<file path="config.mk">
export PLATFORM = sky130hd
export DESIGN_NAME = umi_pipe
export DESIGN_NICKNAME = d
export VERILOG_FILES = /design/src/rtl/umi_pipe.sv
export SDC_FILE = /design/constraint.sdc
export NUM_CORES = 1
export LEC_CHECK = 0
export ABC_AREA = 1
export CAP_MARGIN = 20
export CORE_MARGIN = 8
export CORE_UTILIZATION = 30
export DETAILED_ROUTE_END_ITERATION = 8
export PLACE_DENSITY = 0.61
export SLEW_MARGIN = 20
export SYNTH_ARGS = -nofsm -noshare
export SYNTH_HDL_FRONTEND = slang
export SYNTH_SLANG_ARGS = --single-unit
</file>
<file path="constraint.sdc">
create_clock -name clk -period 3.2 [get_ports clk]
set_clock_uncertainty 0.05 [all_clocks]
set_input_delay 0.32 -clock clk [delete_from_list [all_inputs] [get_ports clk]]
set_output_delay 0.32 -clock clk [all_outputs]
set_load 0.01 [all_outputs]
</file>
<file path="src/rtl/umi_pipe.sv">
// umi_pipe: registered two-entry UMI skid buffer.
// Every handshake output (ready, valid, payload) comes straight from a flop.
// This breaks all combinational paths, including the ready path.
// It still sustains one transaction per cycle.
// Optional feature macro: UMI_PIPE_STATS_EN adds handshake/stall counters.
module umi_pipe #(
  parameter int unsigned CW = 32,
  parameter int unsigned AW = 64,
  parameter int unsigned DW = 128,
  parameter int unsigned SW = 32
) (
  input  logic          clk,
  input  logic          nreset,
  input  logic          umi_in_valid,
  input  logic [CW-1:0] umi_in_cmd,
  input  logic [AW-1:0] umi_in_dstaddr,
  input  logic [AW-1:0] umi_in_srcaddr,
  input  logic [DW-1:0] umi_in_data,
  output logic          umi_in_ready,
  output logic          umi_out_valid,
  output logic [CW-1:0] umi_out_cmd,
  output logic [AW-1:0] umi_out_dstaddr,
  output logic [AW-1:0] umi_out_srcaddr,
  output logic [DW-1:0] umi_out_data,
  input  logic          umi_out_ready
`ifdef UMI_PIPE_STATS_EN
  ,
  input  logic          stats_clear,
  output logic [SW-1:0] txn_count,
  output logic [SW-1:0] stall_count
`endif
);

  // Counter width must be usable even when the counters are compiled out.
  if (SW < 1) begin : g_bad_sw
    $error("umi_pipe: SW must be at least 1");
  end

  typedef struct packed {
    logic [CW-1:0] cmd;
    logic [AW-1:0] dstaddr;
    logic [AW-1:0] srcaddr;
    logic [DW-1:0] data;
  } payload_t;

  typedef enum logic [1:0] {
    EMPTY = 2'd0,
    ONE   = 2'd1,
    FULL  = 2'd2
  } state_t;

  state_t   state_q, state_d;
  payload_t out_q, skid_q, in_pl;
  logic     in_ready_q, out_valid_q;
  logic     in_fire, out_fire;
  logic     out_load_in, out_load_skid, skid_load;

  assign in_pl    = '{cmd: umi_in_cmd, dstaddr: umi_in_dstaddr,
                      srcaddr: umi_in_srcaddr, data: umi_in_data};
  assign in_fire  = umi_in_valid & in_ready_q;
  assign out_fire = out_valid_q & umi_out_ready;

  // Next-state and register-load decode.
  always_comb begin
    state_d       = state_q;
    out_load_in   = 1'b0;
    out_load_skid = 1'b0;
    skid_load     = 1'b0;
    unique case (state_q)
      EMPTY: begin
        if (in_fire) begin
          state_d     = ONE;
          out_load_in = 1'b1;
        end
      end
      ONE: begin
        if (in_fire && out_fire) begin
          out_load_in = 1'b1;
        end else if (in_fire) begin
          state_d   = FULL;
          skid_load = 1'b1;
        end else if (out_fire) begin
          state_d = EMPTY;
        end
      end
      FULL: begin
        // Ready is low in FULL, so no input can arrive here.
        if (out_fire) begin
          state_d       = ONE;
          out_load_skid = 1'b1;
        end
      end
      default: state_d = EMPTY;
    endcase
  end

  // State, handshake flags and payload registers.
  always_ff @(posedge clk or negedge nreset) begin
    if (!nreset) begin
      state_q     <= EMPTY;
      in_ready_q  <= 1'b0;
      out_valid_q <= 1'b0;
      out_q       <= '0;
      skid_q      <= '0;
    end else begin
      state_q     <= state_d;
      in_ready_q  <= (state_d != FULL);
      out_valid_q <= (state_d != EMPTY);
      if (out_load_in) begin
        out_q <= in_pl;
      end else if (out_load_skid) begin
        out_q <= skid_q;
      end
      if (skid_load) begin
        skid_q <= in_pl;
      end
    end
  end

  assign umi_in_ready    = in_ready_q;
  assign umi_out_valid   = out_valid_q;
  assign umi_out_cmd     = out_q.cmd;
  assign umi_out_dstaddr = out_q.dstaddr;
  assign umi_out_srcaddr = out_q.srcaddr;
  assign umi_out_data    = out_q.data;

`ifdef UMI_PIPE_STATS_EN
  logic [SW-1:0] txn_q, stall_q;
  logic          stall;

  assign stall = out_valid_q & ~umi_out_ready;

  // Saturating counters; clear wins over a same-cycle increment.
  always_ff @(posedge clk or negedge nreset) begin
    if (!nreset) begin
      txn_q   <= '0;
      stall_q <= '0;
    end else if (stats_clear) begin
      txn_q   <= '0;
      stall_q <= '0;
    end else begin
      if (out_fire && (txn_q != {SW{1'b1}})) begin
        txn_q <= txn_q + SW'(1);
      end
      if (stall && (stall_q != {SW{1'b1}})) begin
        stall_q <= stall_q + SW'(1);
      end
    end
  end

  assign txn_count   = txn_q;
  assign stall_count = stall_q;
`endif

endmodule

</file>
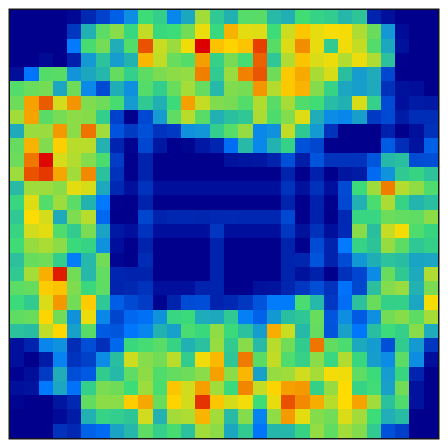
**Above:** run 1 (routed metal per tile).
30 x 30 tiles, from dark blue (low) to red (high), scaled to the fullest tile. Values are wire area over tile area, all layers added.
The mean over all tiles is 0.15. The fullest tile reaches 0.41. 14% of the tiles are nearly empty. The emptiest ninth of the die: centre. 36% of the tiles are over half the peak.

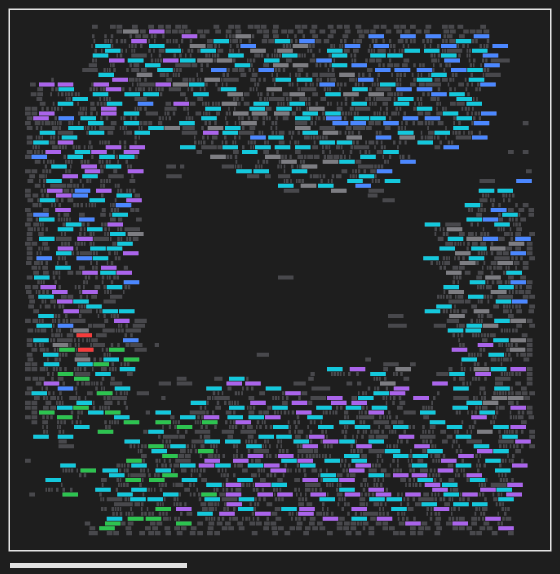
**Above:** run 1 (sequential cells grouped by signal name).
Scale bar: 100 microns.
Green is `umi_out_cmd`, placed flops 32, where south-west. Red is `state_q`, placed flops 2. Blue is `umi_out_dstaddr`, placed flops 64. Purple is `umi_out_data`, placed flops 128, where widely spread. Cyan is `skid_q`, placed flops 288, where widely spread.
Another 66 sequential cells are not coloured.

==> results.env, run 1 <==
P_LEAK_nW=16.16
MULTIINPUTGATEAREA_SQ_MM=0.008167
WORST_R2R_PATH_DEPTH=7
BUFFERS=659
CLOCK_BUFFERS=98
LARGEST_REGISTER_FFS=288
SYNTHDISTINCTLIBCELLS=17
PLACE.DETAILED.INSTANCES=4354
CTS_ROOT_BUF='clkbuf_16'
DOMINANT-CELL-CLASS='flip-flops and latches'
DETAIL_ROUTE.WIRELENGTH.MET1_MICRONS=35290
CRIT-REG2REG-CAPTURE='skid_q[197]'
LAYOUT.CLOCK.CELL_AREA_SHARE_PCT=6.488
FINALHOLDVIOLCOUNT=0
FINAL_NET_COUNT=3637
INITIAL_ANTENNA_VIOLATION_COUNT=18
LAY_TOP_COUNT='nand3_1'
STATUS='finished, final reports clean'
FLOORPLAN.ROWS=106
SYNTH.MUX.AREA_FRACTION_PCT=0
SYNTH_SEQ_SHARE_PCT=58.12
COMBPWRFRAC_PCT=38.7
GRT_SETUP_UNREPAIRED='no'
GRT.MET1_USAGE_PCT=22.67
POSTSYNTHCELLCOUNT=2837
CHIP_AREA_SQ_MM=0.09273
GRT_PASS1_VIAS=21110
WL_MET2_MICRONS=41200
FF_COUNT=580
NUM-MULTI-INPUT-GATES=1743
GRT_MAX_DEGREE=150
CORE_AREA_SQ_MM=0.08302
SYNTH.CELLS.MOST_FREQUENT='nand3_1, nand2_1, dfrtp_1'
TIMING.SETUP.CRITICAL_PATH_CLASS='reg2out'
FP_UTIL_PCT=30.08
SYNTH-SIMPLE-AREA-SHARE_PCT=26.81
VIAS_PER_CELL=4.809
GP_CONGESTION=0.8209
POWER.DENSITY_CELL_AREA_mW_PER_MM2=991.8
GLOBAL_ROUTE.USAGE.MET2_PCT=28.65
CP_DATA_REQUIRED_TIME_PS=2830
DOMINANT_CELL_TYPE_BY_AREA_AFTER_SYNTHESIS='dfrtp_1'
CTS-BUFFERS-INSERTED=68
POST_CTS_REPAIR_TIMING_SETUP_BUFFER_COUNT=0
SEQUENTIAL_SHARE_OF_CELL_AREA_PCT=42.42
LAYOUT.CORE_UTILIZATION_PCT=41.21
YS.FLOPS=580
POWER_SWITCHING_SHARE_PCT=36.51
POWER.GROUP.TOP='combinational cells'
FLOORPLAN.TAPCELLS=1080
WORSTHOLDPATHTYPE='in2reg'
GR-USAGE-ALL-LAYERS_PCT=17.76
SYNTH-MAIN-FF-CELL='dfrtp_1'
NETLIST_TOP_CELLS_AREA='dfrtp_1, nand3_1, nand2_1, inv_1, o21ai_1'
DRIVE_ABOVE_1_SHARE_PCT=6.110
TOTAL_POWER_W=0.03393
DRT_DRC_VIOLATIONS_LEFT=0
DIE_HEIGHT_MICRONS=304.5
AREA_GROWTH_SYN_TO_LAYOUT_PCT=37.01
SYNTH.MOST_COMMON_CELL='nand3_1'
FINAL_PERIOD_MINUS_WORST_SETUP_SLACK_PS=2130
POST_SYNTH_XOR_AREA_FRACTION_PCT=0
POST_SYNTH_MAIN_LOGIC_FAMILY='simple AND/OR/NAND/NOR gates'
WORST-PATH-MAX-FANOUT=2
NON_CLOCK_INVERTER_COUNT=293
SYNTH.YOSYS.NUM_CELLS=2837
SYNTH.AVG_CELL_AREA_SQ_UM=8.802
PWR-SHARE-SEQ_PCT=38.4
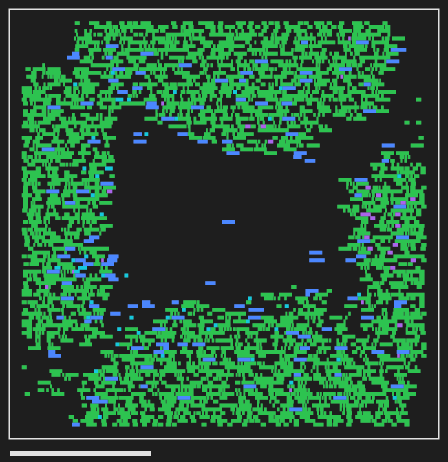
**Above:** run 1 (cell sizes after repair).
Scale bar: 100 microns.
Cyan is _3 and _4 cells, cells 48. Blue is _6 and larger, cells 130. Green is _0 and _1 cells, cells 3181. Purple is _2 cells, cells 29.

## Run 2: what changed since run 1
Clock period 3.2 ns to 2.1 ns, I/O delays scaled along.
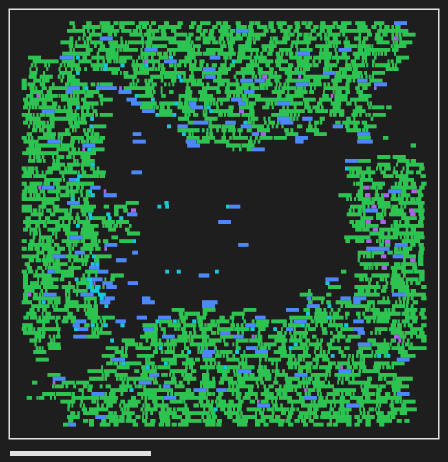
**Above:** run 2 (cell sizes after repair).
Scale bar: 100 microns.
Cyan is _3 and _4 cells, cells 90. Green is _0 and _1 cells, cells 3180. Blue is _6 and larger, cells 141. Purple is _2 cells, cells 39.
final critical-path setup slack: 66.92 ps
Final Instance Area: 0.03479 sq mm
synthesis-to-finish area growth: 39.33%

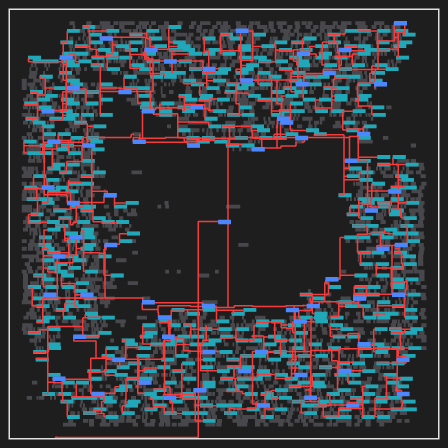
**Above:** run 2 (clock network drawn from the DEF).
Blue is clock drivers, count 69. Cyan is flip-flops, count 580. Red is clock wires, length 8330 microns.
Position of the flops: widely spread.
portion of total power attributed to the clock network: 22.4%
clock latency on the worst-skew pair: 590 ps
clock network power: 0.0117 W

==> results.env, run 2 <==
POWER.GROUP.TOP='combinational cells'
GLOBAL_ROUTE.USAGE.MET2_PCT=29.58  # +0.92 points
NETLIST_TOP_CELLS_AREA='dfrtp_1, nand3_1, nand2_1, inv_1, o21ai_1'
STATUS='finished, final reports clean'
TIMING.SETUP.CRITICAL_PATH_CLASS='reg2out'
GRT_SETUP_UNREPAIRED='no'
DOMINANT-CELL-CLASS='flip-flops and latches'
CTS-BUFFERS-INSERTED=69  # +1.5%
GRT.MET1_USAGE_PCT=22.85  # +0.17 points
LAYOUT.CORE_UTILIZATION_PCT=41.91  # +0.70 points
POWER.DENSITY_CELL_AREA_mW_PER_MM2=1502  # +51%
CP_DATA_REQUIRED_TIME_PS=1840  # -990 ps
POSTSYNTHCELLCOUNT=2837  # unchanged
YS.FLOPS=580  # unchanged
TOTAL_POWER_W=0.05225  # +54%
CLOCK_BUFFERS=93  # -5.1%
INITIAL_ANTENNA_VIOLATION_COUNT=14  # -4
PLACE.DETAILED.INSTANCES=4409  # +1.3%
NUM-MULTI-INPUT-GATES=1743  # unchanged
DRIVE_ABOVE_1_SHARE_PCT=7.826  # +1.7 points
FLOORPLAN.TAPCELLS=1080  # unchanged
P_LEAK_nW=16.49  # +2.1%
SYNTH.MOST_COMMON_CELL='nand3_1'
GRT_MAX_DEGREE=91  # -39%
CORE_AREA_SQ_MM=0.08302  # unchanged
GP_CONGESTION=0.8314  # +1.3%
SYNTH.CELLS.MOST_FREQUENT='nand3_1, nand2_1, dfrtp_1'
COMBPWRFRAC_PCT=39.6  # +0.9 points
WORST-PATH-MAX-FANOUT=2  # unchanged
SYNTH.MUX.AREA_FRACTION_PCT=0  # unchanged
DETAIL_ROUTE.WIRELENGTH.MET1_MICRONS=35900  # +1.7%
FINAL_NET_COUNT=3693  # +1.5%
FLOORPLAN.ROWS=106  # unchanged
POST_CTS_REPAIR_TIMING_SETUP_BUFFER_COUNT=0  # unchanged
WORSTHOLDPATHTYPE='in2async'
LARGEST_REGISTER_FFS=288  # unchanged
DOMINANT_CELL_TYPE_BY_AREA_AFTER_SYNTHESIS='dfrtp_1'
SYNTH-SIMPLE-AREA-SHARE_PCT=26.81  # unchanged
SYNTHDISTINCTLIBCELLS=17  # unchanged
FINALHOLDVIOLCOUNT=0  # unchanged
No activity file was given, so power comes from the tool's default toggle rates.
